===== src/rtl/alu_seq_ctrl.sv =====
// alu_seq_ctrl: ALU sequencing FSM with registered outputs; define ALU_SEQ_STALL_EN to add the stall port
module alu_seq_ctrl #(
  parameter int CNT_W = 3
) (
  input  logic             clk,
  input  logic             reset,
  input  logic             start,
  input  logic [2:0]       op,
  input  logic [CNT_W-1:0] imm,
`ifdef ALU_SEQ_STALL_EN
  input  logic             stall,
`endif
  output logic [1:0]       mux_sel,
  output logic [2:0]       alu_op,
  output logic             acc_we,
  output logic             busy,
  output logic             done,
  output logic             err,
  output logic [CNT_W-1:0] iter_cnt
);
  typedef enum logic [1:0] {IDLE, EXEC, ITER, DONE} state_t;
  state_t state, state_d;
  logic [CNT_W-1:0] cnt_d;
  logic [1:0] mux_sel_d;
  logic [2:0] alu_op_d;
  logic acc_we_d, done_d, err_d, hold;
`ifdef ALU_SEQ_STALL_EN
  assign hold = stall;
`else
  assign hold = 1'b0;
`endif
  // outputs are computed for the state being entered and registered with it
  always_comb begin
    state_d = state;
    cnt_d = '0;
    mux_sel_d = 2'd0;
    alu_op_d = 3'd0;
    acc_we_d = 1'b0;
    done_d = 1'b0;
    err_d = 1'b0;
    unique case (state)
      IDLE: if (start) begin
        if (op[2]) err_d = 1'b1;
        else if (op != 3'd3) begin
          state_d = EXEC;
          mux_sel_d = op[1:0];
          alu_op_d = op;
          acc_we_d = 1'b1;
        end else if (imm != '0) begin
          state_d = ITER;
          cnt_d = imm;
          mux_sel_d = 2'd3;
          alu_op_d = 3'd3;
          acc_we_d = 1'b1;
        end else begin
          state_d = DONE;
          done_d = 1'b1;
        end
      end
      EXEC: begin
        state_d = DONE;
        done_d = 1'b1;
      end
      ITER: if (iter_cnt > CNT_W'(1)) begin
        cnt_d = iter_cnt - CNT_W'(1);
        mux_sel_d = 2'd3;
        alu_op_d = 3'd3;
        acc_we_d = 1'b1;
      end else begin
        state_d = DONE;
        done_d = 1'b1;
      end
      DONE: state_d = IDLE;
      default: state_d = IDLE;
    endcase
    // a stalled edge freezes progress and suppresses all side effects
    if (hold) begin
      state_d = state;
      cnt_d = iter_cnt;
      mux_sel_d = mux_sel;
      alu_op_d = alu_op;
      acc_we_d = 1'b0;
      done_d = 1'b0;
      err_d = 1'b0;
    end
  end
  always_ff @(posedge clk) begin
    if (reset) begin
      state <= IDLE;
      iter_cnt <= '0;
      mux_sel <= 2'd0;
      alu_op <= 3'd0;
      acc_we <= 1'b0;
      busy <= 1'b0;
      done <= 1'b0;
      err <= 1'b0;
    end else begin
      state <= state_d;
      iter_cnt <= cnt_d;
      mux_sel <= mux_sel_d;
      alu_op <= alu_op_d;
      acc_we <= acc_we_d;
      busy <= state_d != IDLE;
      done <= done_d;
      err <= err_d;
    end
  end
endmodule


===== config.mk =====
export PLATFORM = sky130hd
export DESIGN_NAME = alu_seq_ctrl
export DESIGN_NICKNAME = d
export VERILOG_FILES = /design/src/rtl/alu_seq_ctrl.sv
export SDC_FILE = /design/constraint.sdc
export NUM_CORES = 1
export LEC_CHECK = 0
export ABC_CLOCK_PERIOD_IN_PS = 3100
export CORE_AREA = 4 4 41 43
export CTS_BUF_LIST = sky130_fd_sc_hd__clkbuf_16
export CTS_CLUSTER_SIZE = 24
export DETAILED_ROUTE_END_ITERATION = 7
export DIE_AREA = 0 0 45 47
export GPL_ROUTABILITY_DRIVEN = 1
export PLACE_DENSITY = 0.78
export SLEW_MARGIN = 30
export SYNTH_ARGS = -nofsm -noshare
export SYNTH_HDL_FRONTEND = slang
export SYNTH_SLANG_ARGS = --single-unit

===== constraint.sdc =====
create_clock -name clk -period 3.1 [get_ports clk]
set_input_delay 0.62 -clock clk [delete_from_list [all_inputs] [get_ports clk]]
set_output_delay 0.62 -clock clk [all_outputs]
set_load 0.01 [all_outputs]

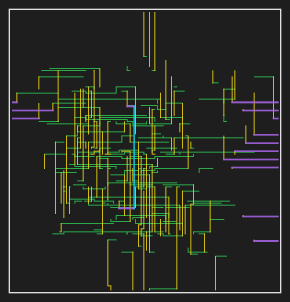
Figure 1: run 1, metal layers overlaid.
Scale: 6 px per µm.
colour	layer	wire length
green	M1	548 µm
cyan	M4	17.0 µm
yellow	M2	538 µm
purple	M3	72.0 µm

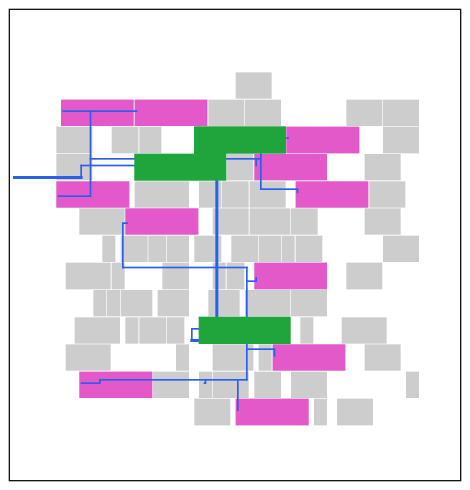
Figure 2: run 1, routed clock nets over the placement.
Scale: 10 px per µm.
[magenta] flip-flops | count: 11
[green] clock-net drivers | count: 3
[blue] clock wires | length: 141 µm
routed clock nets	4

==> notes.md, run 1 <==
impl run done, here's what came out: Worst Setup End Kind=output port, gr ovfl total=0, YS chip area=579 µm², post-CTS setup buffer count=0, fin crit share=58.2%, ANT cells=0, Final Slew Violations=0, yosys synthesis warning count=0, die extent in x=~45 µm, Area Growth Syn to Fin=45.8%, Core Area=between 0.001 and 0.0015 mm², CTS tree=built, First-pass DRT Iterations=2, vias in the first global route=434, clock sink count=11, Worst-path clk slew=about 0.040 ns, skew final=roughly 0.0040 ns, crit path DAT=1.18 ns, hold_buf cts=0, Peak Freq=554 MHz, Top delay family on crit path=buffers and inverters, Root Driver=clkbuf_16, slowest CP cell=clkdlybuf4s50_1, CP cell instances=clkdlybuf4s50_1, CTS resizes=0, logic area=approximately 310 µm², gp weighted congestion=around 0.77, first-pass GRT wire length=1960 µm, PwrDens=714 mW/mm², outcome=complete, no violations, Insertion Delay late pin=0.24 ns, Worst VDD drop=0.000523 V, Required @ worst endpoint=2.48 ns, Critical Path Max Stage Delay=between 0.5 and 0.6 ns, mapped cell area=579 µm², Pwr Total=0.603 mW, # IOs=21
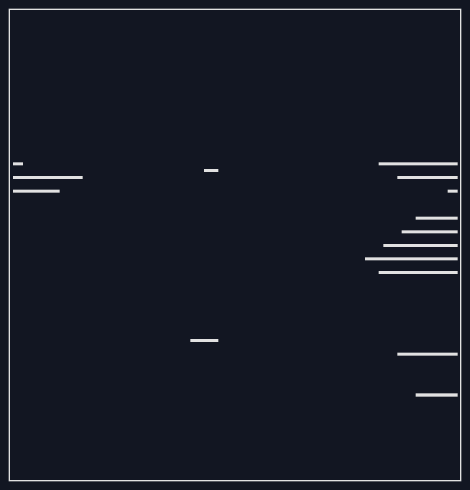
Figure 3: run 1, the metal 3 layer.
Scale: 10 px per µm.
nets with wire on the layer	14
share of all routed wire	6.1%
main direction	horizontal

## run 1: cell type report
class | count | area share, %
multi-input combinational | 39 | 37.2
sequential | 11 | 26.1
timing repair buffer | 19 | 22.5
clock buffer | 3 | 8.89
inverter | 6 | 2.67
tap | 15 | 2.22
clock inverter | 1 | 0.444
## run 1: routing by layer
metal / vias to the layer above / part of all wire, % / wire (µm) / GRT usage, %
met5: - / 0 / 0 / 0
met4: 0 / 1.4 / 17 / 3.51
met3: 2 / 6.0 / 71 / 1.15
met2: 15 / 46 / 538 / 20.3
met1: 206 / 47 / 547 / 17.3
li1: 241 / - / - / -
## run 1: stage by stage
stage | util, % | setup WS, ns | cells | instance area, µm²
floorplan | - | 1.61 | 59 | 579
global placement | 58.8 | 1.10 | 90 | 766
detailed placement | 58.8 | 1.09 | 90 | 766
CTS | 64.9 | 1.29 | 94 | 845
global route | 64.9 | 1.24 | 94 | 845
finish | 64.9 | 1.30 | 94 | 845
## run 1: placed cells by master, fill, tap and decap left out, types with 2 or more instances in the layout
master | Yosys | routed
a211oi_1 | 2 | 2
clkbuf_16 | 0 | 3
o21bai_1 | 2 | 2
inv_1 | 6 | 7
clkdlybuf4s50_1 | 0 | 19
o21a_1 | 3 | 3
ha_1 | 6 | 6
a22oi_1 | 2 | 2
nand2b_1 | 2 | 2
a21oi_1 | 2 | 2
dfxtp_1 | 11 | 11
nor2_1 | 4 | 4
## run 1: state kept, by name, indices dropped and copies added (netlist names)
register / flops
iter_cnt: 3
mux_sel: 2
state: 2
acc_we: 1
busy: 1
done: 1
err: 1
## run 1: final timing paths
| kind | start | to | slack [ns] | depth (start not counted) |
|---|---|---|---|---|
| setup / recovery | iter_cnt[2] | iter_cnt[2] | 1.30 | 1 |
| hold / removal | iter_cnt[0] | iter_cnt[0] | 0.60 | 3 |
| setup reg to reg | state[0] | busy | 1.64 | 5 |
| hold reg to reg | iter_cnt[0] | iter_cnt[0] | 0.60 | 3 |
## run 1: synth_stat cells
master	number	share of area [%]
dfxtp_1	11	38
ha_1	6	13
inv_1	6	3.9
nor2_1	4	2.6
buf_4	3	3.9
o21a_1	3	3.9
a211oi_1	2	2.6
a21oi_1	2	1.7
a22oi_1	2	2.6
nand2b_1	2	2.2
o21bai_1	2	2.6
a221oi_2	1	2.6
a2bb2oi_1	1	1.5
and2_1	1	1.1
and2b_1	1	1.3
and3_4	1	1.9
and4b_1	1	1.7
conb_1	1	0.65
mux2i_1	1	1.7
nand2_1	1	0.65
o211ai_1	1	1.3
o21ai_0	1	0.86
o21ba_1	1	1.7
o31a_1	1	1.5
or2_1	1	1.1
or3_4	1	1.9
xor2_1	1	1.5
## run 1: where the power goes
group	leakage [nW]	internal (mW)	switching (mW)
logic	0.210	0.0942	0.0886
clock network	0.0423	0.169	0.0634
registers	0.0899	0.170	0.0167
## run 1: cell families (layout without fill, tap and decap cells)
family                     after synthesis  after routing  share of synthesized area (%)
xor gates and xnor gates                 1              1                           1.51
buffers and inverters                    9             29                           7.77
and+or+nand+nor                         13             13                           14.5
other                                    1              1                          0.647
AOI/OAI and AO/OA                       17             17                           22.9
adders and majority gates                6              6                           13.0
DFF                                     11             11                           38.0
muxes                                    1              1                           1.73
Figure 4. The clock network (run 1).
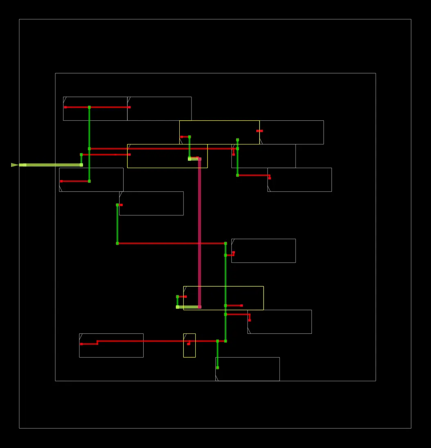

--- run 2 (diff from run 1) ---
ABC_CLOCK_PERIOD_IN_PS = 1600   (was 3100)
CORE_AREA = default   (was 4 4 41 43)
CORE_MARGIN = 4   (was default)
CORE_UTILIZATION = 38   (was default)
DIE_AREA = default   (was 0 0 45 47)
PLACE_DENSITY = 0.73   (was 0.78)
clock period = 1.6 ns   (was 3.1 ns; I/O delays follow)
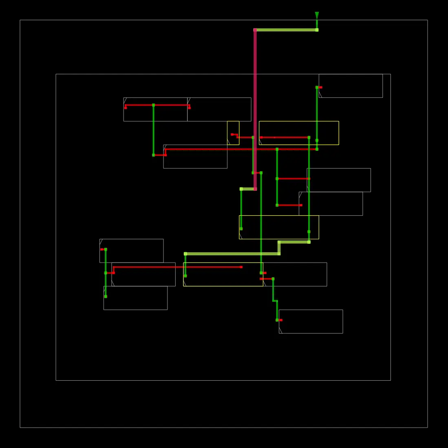
Figure 5: run 2, the clock network.
CTS buffer count: 3
Insertion Delay late pin: 0.24 ns
flop count: 11

==> notes.md, run 2 <==
impl run done, here's what came out: dpl cell area=803 µm² (+4.9%), Worst-path clk slew=0.04 ns (about the same), placed cell count=95 (+5.6%), Area Growth Syn to Fin=52.3%, Final Cell Area=882 µm² (+4.4%), YS chip area=579 µm² (unchanged), Worst Hold End=done, max reg flops=3 (unchanged), Final Slew Violations=0 (unchanged), XORs/XNORs by Area=1.51% (unchanged), most frequent logic cell in the layout=clkdlybuf4s50_1, gr ovfl total=0 (unchanged), ANT cells=0 (unchanged), # IOs=21 (unchanged), outcome=complete, no violations, yosys synthesis warning count=0 (unchanged), top cells, area=dfxtp_1 38%, ha_1 13%, buf_4 3.9%, inv_1 3.9%, o21a_1 3.9%, leading area contributor after synthesis=dfxtp_1, CTS tree=built, first-pass GRT wire length=1970 µm (+0.71%), Worst VDD drop=0.000758 V (+45%), Synth mux share=1.73% (unchanged), Top Layout Cells=19 x clkdlybuf4s50_1, 11 x dfxtp_1, 7 x inv_1, biggest regs=iter_cnt (3), mux_sel (2), state (2), fin crit share=94.9%, post-CTS setup buffer count=0 (unchanged), PwrDens=1340 mW/mm² (+88%), Worst Setup End Kind=flop, Reg2Reg Setup Slack=0.08 ns (-1.56 ns), Synth async-reset ratio=0% (unchanged), Critical Path Max Stage Delay=0.40 ns (-0.16 ns), most flop-heavy register=iter_cnt, aoi share=22.9% (unchanged), WHS Path Cells=2 (-1), CP cell instances=inv_1 -> ha_1 -> and3_4 -> buf_4 -> a22oi_1 -> nor2_1, CTS resizes=0 (unchanged), mapped cell area=579 µm² (unchanged)
## run 2: kinds of logic (layout without fill, tap and decap cells)
family / Yosys count / after routing
DFF: 11 / 11
other: 1 / 1
buffers and inverters: 9 / 34
muxes: 1 / 1
adders and majority gates: 6 / 6
and+or+nand+nor: 13 / 13
xor gates and xnor gates: 1 / 1
AOI/OAI and AO/OA: 17 / 17
## run 2: cell type report
class	instances	area, µm²	share of cell area [%]
sequential	11	220	25.0
timing repair buffer	24	228	25.8
tap	15	18.8	2.13
clock inverter	1	3.75	0.426
inverter	6	22.5	2.55
clock buffer	3	75.1	8.51
multi-input combinational	39	314	35.6
## run 2: worst reg2reg max path: cells and delay by family (launching register included)
| kind | cells | cell delay, ns |
|---|---|---|
| and+or+nand+nor | 2 | 0.29 |
| adders and majority gates | 1 | 0.30 |
| DFF | 1 | 0.40 |
| buffers and inverters | 2 | 0.22 |
| AOI/OAI and AO/OA | 1 | 0.17 |
## run 2: through the flow
| step | util [%] | hold WS [ns] | power [mW] | TNS [ns] |
|---|---|---|---|---|
| 3_5_place_dp | 58.8 | 0.610 | 0.731 | -0.495 |
| 2_1_floorplan | - | 0.393 | 0.582 | 0 |
| 5_1_grt | 64.6 | 0.691 | 1.25 | 0 |
| 4_1_cts | 64.6 | 0.652 | 1.18 | 0 |
| 6_report | 64.6 | 0.649 | 1.18 | 0 |
| 3_3_place_gp | 58.8 | 0.606 | 0.726 | -0.462 |
## run 2: how the worst max path moves through the flow
| stage | startpoint | endpoint | slack [ns] |
|---|---|---|---|
| 2_1_floorplan | iter_cnt[1] | busy | 0.25 |
| 3_3_place_gp | imm[2] | mux_sel[0] | -0.11 |
| 3_5_place_dp | imm[2] | mux_sel[1] | -0.12 |
| 4_1_cts | state[0] | iter_cnt[0] | 0.08 |
| 5_1_grt | state[0] | mux_sel[1] | 0.03 |
| 6_report | state[0] | iter_cnt[0] | 0.08 |
## run 2: per-layer routing
layer,global-route usage [%],wire (µm),up-vias
met5,0,0,-
met4,6.63,18,0
met3,3.45,77,2
met2,23.6,671,17
met1,14.3,556,230
li1,-,-,250
## run 2: power by group
group | leakage [nW] | switching [mW] | total [mW] | internal [mW]
clock | 0.0423 | 0.124 | 0.453 | 0.328
sequential | 0.0899 | 0.0337 | 0.364 | 0.330
combinational | 0.235 | 0.175 | 0.365 | 0.190
total | 0.367 | 0.333 | 1.18 | 0.849
No activity file was given, so power comes from the tool's default toggle rates.
